$ cat src/rtl/wasm_core_if.sv
// Byte-stream and result/status bundle between a bytecode source and wasm_core.
interface wasm_core_if #(
    parameter int DEPTH_W = 5
);
    logic               in_valid;
    logic [7:0]         in_byte;
    logic               in_ready;
    logic [63:0]        result;
    logic [1:0]         result_type;
    logic               result_empty;
    logic               result_valid;
    logic [2:0]         trap;
    logic [DEPTH_W-1:0] depth;

    modport master (
        output in_valid, in_byte,
        input  in_ready, result, result_type, result_empty, result_valid, trap, depth
    );

    modport slave (
        input  in_valid, in_byte,
        output in_ready, result, result_type, result_empty, result_valid, trap, depth
    );
endinterface

$ cat src/rtl/wasm_core.sv
// Tiny WebAssembly subset interpreter: byte-serial fetch, LEB128 immediates, typed operand stack.
// Define WASM_CORE_I64_EN to add i64.const, i64.eqz and i64.add/sub (10-byte immediates).
module wasm_core #(
    parameter int STACK_DEPTH = 16,
    parameter int DEPTH_W     = 5
) (
    input  logic        clk,
    input  logic        reset,
    wasm_core_if.slave  bus
);
    localparam int AW = (STACK_DEPTH > 1) ? $clog2(STACK_DEPTH) : 1;
    localparam logic [DEPTH_W-1:0] FULL = DEPTH_W'(STACK_DEPTH);
    localparam logic [1:0] T_I32 = 2'd0;
`ifdef WASM_CORE_I64_EN
    localparam logic [1:0] T_I64 = 2'd1;
`endif

    typedef enum logic [1:0] {FETCH, IMM, EXEC, HALT} state_t;

    state_t             state_reg, state_next;
    logic [7:0]         opcode_reg, opcode_next;
    logic [63:0]        imm_reg, imm_next;
    logic [3:0]         imm_cnt_reg, imm_cnt_next;
    logic [2:0]         trap_reg, trap_next;
    logic [DEPTH_W-1:0] depth_reg;
    logic [63:0]        result_reg;
    logic [1:0]         result_type_reg;
    logic               result_empty_reg, result_valid_reg, ready_en_reg;
    logic [65:0]        stack_mem [STACK_DEPTH];

    logic               accept, is_imm_op;
    logic [6:0]         shift_amt, sign_shift;
    logic [63:0]        imm_acc, sign_mask;
    logic [3:0]         imm_last;
    logic [AW-1:0]      idx1, idx2, idx3, wr_idx;
    logic [65:0]        tos, nos, third, push_val;
    logic [DEPTH_W-1:0] need, pop_n;
    logic               push_en, grow, type_err, is_end, commit;
    logic [2:0]         op_trap, exec_trap;
    logic [31:0]        alu32;

    assign accept    = bus.in_valid && bus.in_ready;
`ifdef WASM_CORE_I64_EN
    assign is_imm_op = (bus.in_byte == 8'h41) || (bus.in_byte == 8'h42);
`else
    assign is_imm_op = (bus.in_byte == 8'h41);
`endif

    // Each LEB128 byte contributes 7 bits; the terminating byte's bit6 fills everything above it.
    assign shift_amt  = 7'(imm_cnt_reg) * 7'd7;
    assign sign_shift = shift_amt + 7'd7;
    assign imm_acc    = imm_reg | ({57'd0, bus.in_byte[6:0]} << shift_amt);
    assign sign_mask  = ~((64'd1 << sign_shift) - 64'd1);
    assign imm_last   = (opcode_reg == 8'h42) ? 4'd9 : 4'd4;

    assign idx1   = AW'(depth_reg - DEPTH_W'(1));
    assign idx2   = AW'(depth_reg - DEPTH_W'(2));
    assign idx3   = AW'(depth_reg - DEPTH_W'(3));
    assign tos    = stack_mem[idx1];
    assign nos    = stack_mem[idx2];
    assign third  = stack_mem[idx3];
    assign wr_idx = AW'(depth_reg - pop_n);
    assign alu32  = opcode_reg[0] ? (nos[31:0] - tos[31:0]) : (nos[31:0] + tos[31:0]);
`ifdef WASM_CORE_I64_EN
    logic [63:0] alu64;
    assign alu64  = opcode_reg[0] ? (nos[63:0] - tos[63:0]) : (nos[63:0] + tos[63:0]);
`endif

    always_comb begin
        op_trap  = 3'd0;
        need     = '0;
        pop_n    = '0;
        push_en  = 1'b0;
        push_val = '0;
        grow     = 1'b0;
        type_err = 1'b0;
        is_end   = 1'b0;
        case (opcode_reg)
            8'h00: op_trap = 3'd3;
            8'h01: ;
            8'h0B: is_end = 1'b1;
            8'h1A: begin need = DEPTH_W'(1); pop_n = DEPTH_W'(1); end
            8'h1B: begin
                need     = DEPTH_W'(3);
                pop_n    = DEPTH_W'(3);
                push_en  = 1'b1;
                type_err = (tos[65:64] != T_I32) || (nos[65:64] != third[65:64]);
                push_val = (tos[31:0] != 32'd0) ? third : nos;
            end
            8'h41: begin grow = 1'b1; push_en = 1'b1; push_val = {T_I32, 32'd0, imm_reg[31:0]}; end
            8'h45: begin
                need     = DEPTH_W'(1);
                pop_n    = DEPTH_W'(1);
                push_en  = 1'b1;
                type_err = (tos[65:64] != T_I32);
                push_val = {T_I32, 63'd0, tos[31:0] == 32'd0};
            end
            8'h6A, 8'h6B: begin
                need     = DEPTH_W'(2);
                pop_n    = DEPTH_W'(2);
                push_en  = 1'b1;
                type_err = (tos[65:64] != T_I32) || (nos[65:64] != T_I32);
                push_val = {T_I32, 32'd0, alu32};
            end
`ifdef WASM_CORE_I64_EN
            8'h42: begin grow = 1'b1; push_en = 1'b1; push_val = {T_I64, imm_reg}; end
            8'h50: begin
                need     = DEPTH_W'(1);
                pop_n    = DEPTH_W'(1);
                push_en  = 1'b1;
                type_err = (tos[65:64] != T_I64);
                push_val = {T_I32, 63'd0, tos[63:0] == 64'd0};
            end
            8'h7C, 8'h7D: begin
                need     = DEPTH_W'(2);
                pop_n    = DEPTH_W'(2);
                push_en  = 1'b1;
                type_err = (tos[65:64] != T_I64) || (nos[65:64] != T_I64);
                push_val = {T_I64, alu64};
            end
`endif
            default: op_trap = 3'd4;
        endcase
        // Underflow outranks overflow, which outranks a type mismatch.
        if (depth_reg < need)                exec_trap = 3'd2;
        else if (grow && depth_reg == FULL)  exec_trap = 3'd1;
        else if (type_err)                   exec_trap = 3'd6;
        else                                 exec_trap = op_trap;
    end

    assign commit = (state_reg == EXEC) && (exec_trap == 3'd0);

    always_comb begin
        state_next   = state_reg;
        opcode_next  = opcode_reg;
        imm_next     = imm_reg;
        imm_cnt_next = imm_cnt_reg;
        trap_next    = trap_reg;
        case (state_reg)
            FETCH: if (accept) begin
                opcode_next  = bus.in_byte;
                imm_next     = '0;
                imm_cnt_next = '0;
                state_next   = is_imm_op ? IMM : EXEC;
            end
            IMM: if (accept) begin
                imm_next     = imm_acc;
                imm_cnt_next = imm_cnt_reg + 4'd1;
                if (!bus.in_byte[7]) begin
                    if (bus.in_byte[6]) imm_next = imm_acc | sign_mask;
                    state_next = EXEC;
                end else if (imm_cnt_reg == imm_last) begin
                    trap_next  = 3'd5;
                    state_next = HALT;
                end
            end
            EXEC: begin
                if (exec_trap != 3'd0) begin
                    trap_next  = exec_trap;
                    state_next = HALT;
                end else begin
                    state_next = FETCH;
                end
            end
            HALT: ;
            default: state_next = FETCH;
        endcase
    end

    always_ff @(posedge clk or negedge reset) begin
        if (!reset) begin
            state_reg        <= FETCH;
            opcode_reg       <= '0;
            imm_reg          <= '0;
            imm_cnt_reg      <= '0;
            trap_reg         <= '0;
            depth_reg        <= '0;
            result_reg       <= '0;
            result_type_reg  <= '0;
            result_empty_reg <= 1'b1;
            result_valid_reg <= 1'b0;
            ready_en_reg     <= 1'b0;
        end else begin
            state_reg        <= state_next;
            opcode_reg       <= opcode_next;
            imm_reg          <= imm_next;
            imm_cnt_reg      <= imm_cnt_next;
            trap_reg         <= trap_next;
            ready_en_reg     <= 1'b1;
            result_valid_reg <= 1'b0;
            if (commit) begin
                depth_reg <= depth_reg - pop_n + DEPTH_W'(push_en);
                if (is_end) begin
                    result_valid_reg <= 1'b1;
                    result_empty_reg <= (depth_reg == '0);
                    result_reg       <= (depth_reg == '0) ? 64'd0 : tos[63:0];
                    result_type_reg  <= (depth_reg == '0) ? T_I32 : tos[65:64];
                end
            end
        end
    end

    // Stack contents need no reset: depth alone defines which entries are live.
    always_ff @(posedge clk) begin
        if (commit && push_en) stack_mem[wr_idx] <= push_val;
    end

    assign bus.in_ready     = ready_en_reg && ((state_reg == FETCH) || (state_reg == IMM));
    assign bus.result       = result_reg;
    assign bus.result_type  = result_type_reg;
    assign bus.result_empty = result_empty_reg;
    assign bus.result_valid = result_valid_reg;
    assign bus.trap         = trap_reg;
    assign bus.depth        = depth_reg;
endmodule

$ cat src/flat_wrapper.sv
// flat-port wrapper written by rule: the top's interface ports become plain ports
module wasm_core_flat 
#(
    parameter int STACK_DEPTH = 16,
    parameter int DEPTH_W     = 5
)
  (clk, reset, bus_in_valid, bus_in_byte, bus_in_ready, bus_result, bus_result_type, bus_result_empty, bus_result_valid, bus_trap, bus_depth);
  wasm_core_if #(.DEPTH_W(DEPTH_W)) bus_i ();
  input  logic clk;
  input  logic reset;
  input wire logic [$bits(bus_i.in_valid)-1:0] bus_in_valid;
  input wire logic [$bits(bus_i.in_byte)-1:0] bus_in_byte;
  output wire logic [$bits(bus_i.in_ready)-1:0] bus_in_ready;
  output wire logic [$bits(bus_i.result)-1:0] bus_result;
  output wire logic [$bits(bus_i.result_type)-1:0] bus_result_type;
  output wire logic [$bits(bus_i.result_empty)-1:0] bus_result_empty;
  output wire logic [$bits(bus_i.result_valid)-1:0] bus_result_valid;
  output wire logic [$bits(bus_i.trap)-1:0] bus_trap;
  output wire logic [$bits(bus_i.depth)-1:0] bus_depth;
  assign bus_i.in_valid = bus_in_valid;
  assign bus_i.in_byte = bus_in_byte;
  assign bus_in_ready = bus_i.in_ready;
  assign bus_result = bus_i.result;
  assign bus_result_type = bus_i.result_type;
  assign bus_result_empty = bus_i.result_empty;
  assign bus_result_valid = bus_i.result_valid;
  assign bus_trap = bus_i.trap;
  assign bus_depth = bus_i.depth;
  wasm_core #(.STACK_DEPTH(STACK_DEPTH), .DEPTH_W(DEPTH_W)) u_core (.clk(clk), .reset(reset), .bus(bus_i));
endmodule
$ cat config.mk
export PLATFORM = sky130hd
export DESIGN_NAME = wasm_core_flat
export DESIGN_NICKNAME = d
export VERILOG_FILES = /design/src/rtl/wasm_core_if.sv /design/src/rtl/wasm_core.sv /design/src/flat_wrapper.sv
export SDC_FILE = /design/constraint.sdc
export NUM_CORES = 2
export LEC_CHECK = 0
export CAP_MARGIN = 20
export CELL_PAD_IN_SITES_DETAIL_PLACEMENT = 2
export CELL_PAD_IN_SITES_GLOBAL_PLACEMENT = 2
export CORE_MARGIN = 2
export CORE_UTILIZATION = 40
export DETAILED_ROUTE_END_ITERATION = 8
export PLACE_DENSITY_LB_ADDON = 0.1
export SETUP_SLACK_MARGIN = 0.4
export SLEW_MARGIN = 30
export SYNTH_ARGS = -nofsm -noshare
export SYNTH_HDL_FRONTEND = slang
export SYNTH_SLANG_ARGS = --single-unit
export TNS_END_PERCENT = 50
$ cat constraint.sdc
create_clock -name clk -period 14.8 [get_ports clk]
set_clock_uncertainty 0.05 [all_clocks]
set_input_delay 2.96 -clock clk [delete_from_list [all_inputs] [get_ports clk]]
set_output_delay 2.96 -clock clk [all_outputs]
set_load 0.02 [all_outputs]
**Wiring by layer**

Drawn at 1 px/um.
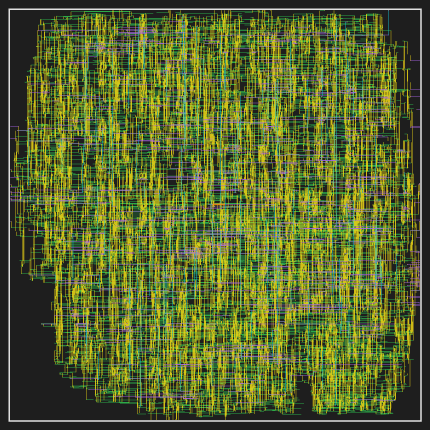
Key: purple = M3 [wire length 15,200 um]; cyan = M4 [wire length 6,310 um]; orange = M5 [wire length 10.1 um]; yellow = M2 [wire length 113 mm]; green = M1 [wire length 97.0 mm]
final wirelength: 232,000 um
vias: 41.7k
WL/cell: 37.7 um

**Clock routing**

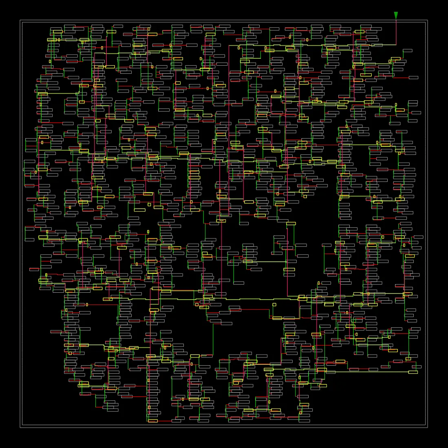
# clock sinks: 1,179
total CTS buffers: 137
Flops: 1,179

==> run notes <==
flow finished, numbers: die height=410 um, # resized after CTS=0, detailed placement HPWL=137,000 um, # fillers=14.9k, max FFs per register=1,056, Syn Nets=3,893, NetSw=6.01 mW, CTS clock-pin slew for the worst setup and hold paths=0.06 ns, post-CTS setup buffers=0, post-synthesis chip area from yosys=66,000 um^2, MI comb area=30,200 um^2, number of global-route vias before repair=44.7k, Final Core Density=45.3%, Synth Area in Simple Gates=4.02%, Seq cells post-synth=1,179, Total Neg Setup Slack=0 ns, Synth area leader=edfxtp_1, post-synthesis async set-or-reset flop share=10.4%, status=complete, no violations, top sig layer=met5, WL met2=113,000 um, grt met2 use=45.2%, Complex Gates by Area=4.74%, # setup viols final=0, MUX area fraction=33.7%, Cell Type Count=84, actual slew at the worst max-slew pin=1.06 ns, hold slack=0.418 ns, first-pass GRT wire length=335,000 um, GR peak layer=met2, FP Rows=149, GRT Overall Usage=27.6%, Avg Inst Size Synth=17.3 um^2, Main synth FF type=edfxtp_1, OpenROAD warning count=49, Hold Fails Final Rpt=0, sequential power share=27.0%, LEAKAGE=22.3 nW, Ant. Diodes=0, Comb pwr share=48.5%, final cell count without fillers=6,156, Finished Cell Area=74,400 um^2, Worst EP arrival=9.95 ns, yosys adder share=1.32%, worst hold path type=reg -> reg, IO Pins=88, core area=164,000 um^2, yosys cell count=3,815, RSZ-0062 raised after global routing=no, Final nets=3,935, slowest CP cell=dfrtp_4, Post-Syn Area=66,000 um^2, PwrDens=191 nW/um^2, drt drc=0, post-DR vias/cell=6.77, # Max-Cap Violations=0, placed inst area=69,600 um^2, CTS Buffer Depth=3, DRT Pass-1 Iters=5, storage element area=34,800 um^2, cell breakdown of the critical path=inv_4, ha_4, buf_4, mux4_2, mux2i_1, mux2i_1, a211oi_1, nand2_1, nor2_1, nor2_1, xnor2_1, ha_1, and4_1, nand3_1, a221oi_1, o21ai_0, a31oi_1, o41ai_1, o21ai_0, xnor2_1, o211ai_1, buf_2, fin crit share=63.4%, Net Sw Frac=42.4%, crit path buf inv count=3, die area=168,000 um^2, CP delay by family, top=AND-OR/OR-AND gates, Area contributors post-synth=edfxtp_1, mux4_2, dfrtp_1, mux2i_1, nand2_1, layout cell share with drive strength beyond 1=34.5%, post-route ant nets=0, floorplan utilization=40.1%, grt ovf=0, Ys Warns=0, setup slack after layout=5.42 ns, Post-synth EDFFs=1,056, TritonCTS clock tree=done, Tmin final=9.38 ns, crit path DRT=15.38 ns, max-slew violation count=0, # placed instances=5,901, Max VDD drop=0.245 mV, Synth Instances=3,815, FMAX=107 MHz, IO Port Bufs=87, max_slew headroom=29.3%, comb area leader=multiplexers
**Clock network drawn from the DEF**

Drawn at 1 px/um.
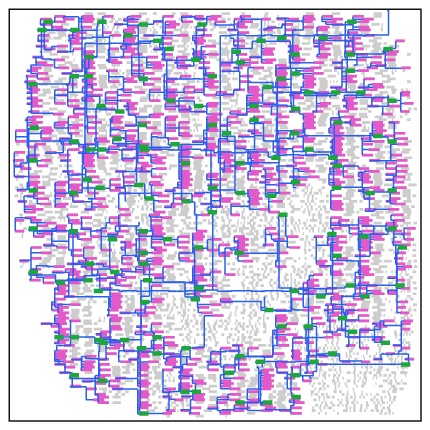
Key: green = clock-net drivers [count 137]; blue = clock wires [length 16,900 um]; magenta = flip-flops [count 1,179]
Position of the flops: all over the die.
P_clk: 3.48 mW
Clk Latency, worst-skew pair: 0.81 ns
clock power share: 24.5%

**Met3 routing**

Drawn at 1 px/um.
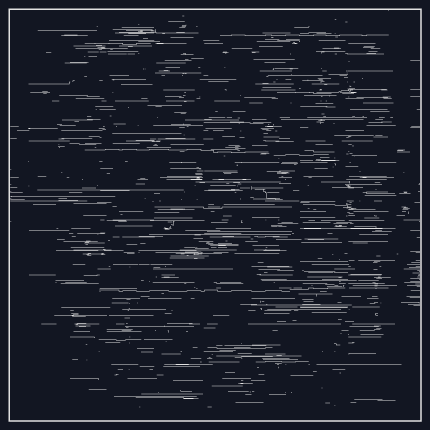
The layer holds 6.6% of the routed length. The longest straight run is 146 um. The layer carries 15,200 um of wire. The wires run mostly horizontal. 472 nets have wire on it.
met3 usage: 4.64%

-- layout make-up --
type                    instances  share of cell area [%]
clock buffers                 196                    5.24
well taps                    2189                    3.68
flip-flops and latches       1179                    46.8
multi-input cells            2287                    40.5
repair buffers                207                    2.69
inverters                      45                   0.230
clock inverters                53                   0.866
-- worst paths after layout --
path	slack, ns	cells after the start	endpoint	start
worst max-delay path	5.42	22	u_core.stack_mem[9][30]$_DFFE_PP_	u_core.bus.depth[0]$_DFFE_PN0N_
worst min-delay path	0.42	2	u_core.bus.result_empty$_DFFE_PN1P_	u_core.bus.result_empty$_DFFE_PN1P_
worst max register to register	5.42	22	u_core.stack_mem[9][30]$_DFFE_PP_	u_core.bus.depth[0]$_DFFE_PN0N_
worst min register to register	0.42	2	u_core.bus.result_empty$_DFFE_PN1P_	u_core.bus.result_empty$_DFFE_PN1P_
max in group asynchronous	11.33	2	u_core.bus.result[42]$_DFFE_PN0P_	reset
min in group asynchronous	2.09	1	u_core.bus.result[11]$_DFFE_PN0P_	reset
-- worst min-delay path, delay by kind of cell (launching register included) --
kind / cells / cell delay (ns)
flops: 1 / 0.37
compound gates: 1 / 0.05
simple gates: 1 / 0.04
-- Yosys cell counts (5+ instances only) --
cell type	n
o211ai_1	16
a211oi_1	12
buf_2	87
buf_1	26
clkbuf_1	167
and3_1	29
mux4_2	918
xnor2_1	58
o31ai_2	8
inv_1	43
a2111oi_0	7
or3_1	6
buf_4	16
o22ai_1	9
a21oi_1	132
nor2_1	112
nand4_1	13
buf_6	8
mux2i_1	137
o21ai_1	18
or4_1	6
edfxtp_1	1056
o21ai_0	103
o31a_1	5
nor2b_1	7
mux2_2	18
a31oi_1	23
nor4_1	6
and4_1	6
dfrtp_1	122
xor2_1	26
a21o_1	36
o221ai_1	6
o31ai_1	14
o21a_1	7
nor4b_1	6
nor3_1	28
nand2_1	287
and2_1	12
a2111oi_2	15
nand3_1	41
nand2b_1	14
ha_1	63
a22oi_1	21
-- power by group through the flow --
| stage | registers, mW | logic (mW) | clock network, mW |
|---|---|---|---|
| 6_report | 3.82 | 6.88 | 3.48 |
| 5_1_grt | 3.83 | 7.32 | 3.66 |
| 4_1_cts | 3.82 | 6.89 | 3.55 |
| 3_5_place_dp | 3.89 | 6.87 | 0 |
| 3_3_place_gp | 3.88 | 6.72 | 0 |
| 2_1_floorplan | 3.77 | 4.65 | 0 |
-- cells in the final DEF, fill, tap and decap left out, types with 12 or more instances in the layout --
master and instances:
a31oi_1 23, nor3_1 26, and3_1 29, a21oi_1 98, a22oi_1 21, a2111oi_2 15
clkbuf_16 144, mux4_2 918, bufinv_16 13, mux2i_1 137, a21oi_2 34, o21ai_0 100
dfrtp_1 119, clkinv_1 20, nor2_1 96, a21o_1 36, o21ai_2 15, buf_4 94
edfxtp_1 1056, inv_1 43, nand3_1 40, xnor2_1 54, clkbuf_1 42, a211oi_1 12
nand2b_1 14, mux2_2 18, o211ai_1 16, nor2_4 16, clkdlybuf4s50_1 86, nand4_1 13
nand2_1 286, o31ai_1 14, xor2_1 24, ha_1 61
Power and IR drop assume default switching activity.
